Design vga_timing_gen_flat, sky130hd; sources not shown.
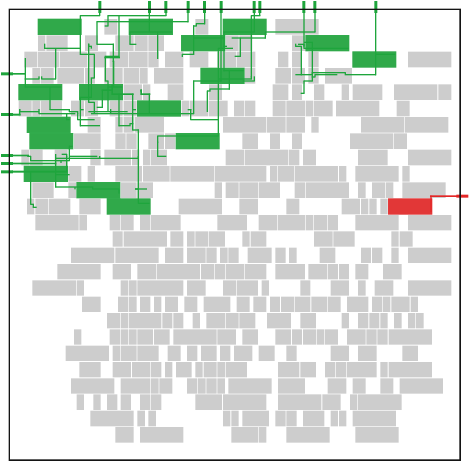
**Above:** wires at chosen ports, followed through buffers.
Scale: 6 px per um.
[green] `vga_frame_count` | bits: 16 | direction: output | edge: 11 top, 5 left | end cells: 16 | buffers: 0 | wire: 546 um
[red] `vga_frame_start` | bits: 1 | direction: output | edge: right | end cells: 1 | buffers: 0 | wire: 6.90 um
# IOs: 43
# port buffers: 0

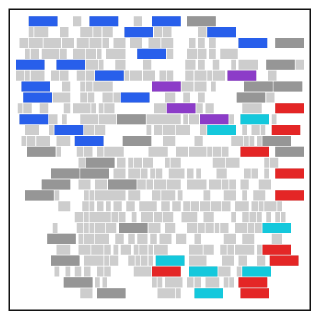
**Above:** sequential cells colored by netlist name.
Scale: 4 px per um. Other sequential cells in the stronger gray, the rest of the logic in the fainter gray.
[red] `u_core.vga.DrawX` | placed flops: 10
[purple] `u_core.anim_cnt` | placed flops: 4
[blue] `u_core.vga.frame_count` | placed flops: 16
[cyan] `u_core.hc` | placed flops: 7
not colored: 22
Seq area share: 35.91%
seq pwr: 836 uW
Flop area: 0.001181 sq mm
utilization after layout: 64.40%

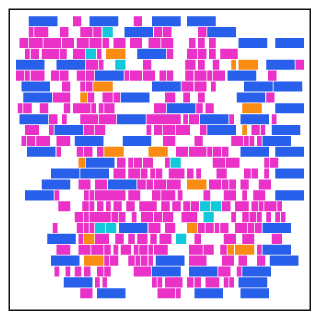
**Above:** placed cells, one color a class.
Scale: 4 px per um.
[cyan] other buffers and delay cells | cells: 10 | share of their area: 2.3%
[magenta] all other logic | cells: 272 | share of their area: 56%
[blue] flip-flops | cells: 59 | share of their area: 37%
[orange] clock drivers and dummy loads | cells: 16 | share of their area: 5.0%
post-route cell area: 0.003289 sq mm
placement row count: 26
total core area: 0.005107 sq mm

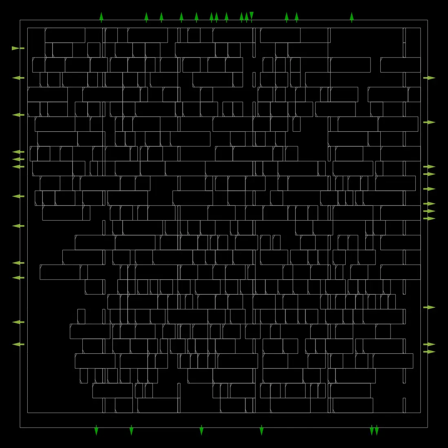
**Above:** placement view.
num tapcells: 70
Seq cells: 59
Finished Layout Cells: 427

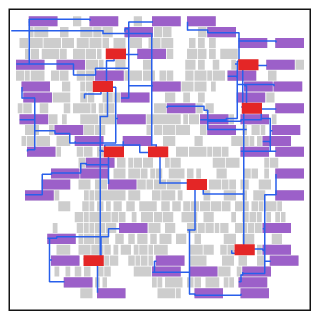
**Above:** clock distribution.
Scale: 4 px per um.
[red] cells driving clock nets | count: 9
[purple] flip-flops | count: 59
[blue] clock wires | length: 756 um
routed clock nets: 10
flops lie: widely spread
Skew-Pair Late Insertion Delay: 0.34 ns
Clock power frac: 21.0%
Power Clock: 454 uW

==> results.yml <==
# generated from flow reports
global_routing:
  grt_first_pass_wirelength_um: 11100
  grt_max_degree: 45
  grt_remaining_overflow: 0
cts:
  hold_buffers: 0
logic_synthesis:
  edf_count: 0
  syn-cell-area_sq_mm: 0.003188
  top_area_cell: "dfxtp_1"
  area_leaders: "dfxtp_1 37%, nand2_1 3.6%, nor2_1 3.6%, nand2b_1 3.3%, nand3_1 3.1%"
  fp_nets: 377
  aoi_share_pct: 15.74
placed_design:
  post-place-ws_ns: 0.3997
  gp_congestion: 0.8859
routing:
  antenna_left: 0
  wl_um: 6837
  route.met3.wl_um: 373
  dr_wl_met2_um: 3047
  drt-met1-wl_um: 3249
finish:
  buffers: 10
  diodes: 0
  logic_area_sq_mm: 0.001758
  final_common_cell: "dfxtp_1"
  lay_top_cells: "59 x dfxtp_1, 31 x nand2_1, 31 x nor2_1, 20 x nand3_1"
  area_growth_pct: 3.179
  n_fill_cell: 448
timing:
  rsz0062_at_grt: "no"
  worst_slew_pin_slew_ns: 0.8534
  hold_violations: 0
power_and_ir_drop:
  ir_drop_mv: 0.3176
  power.group.top: "combinational cells"
setup_path:
  max_stage_delay_ns: 0.58
  start_kind: "flop"
  cp.depth: 8
  critPathTopFamily: "simple AND/OR/NAND/NOR gates"
run_status:
  status: "finished clean"
flow_run:
  cap_viol_max_count: 0
Power and IR drop assume default switching activity.
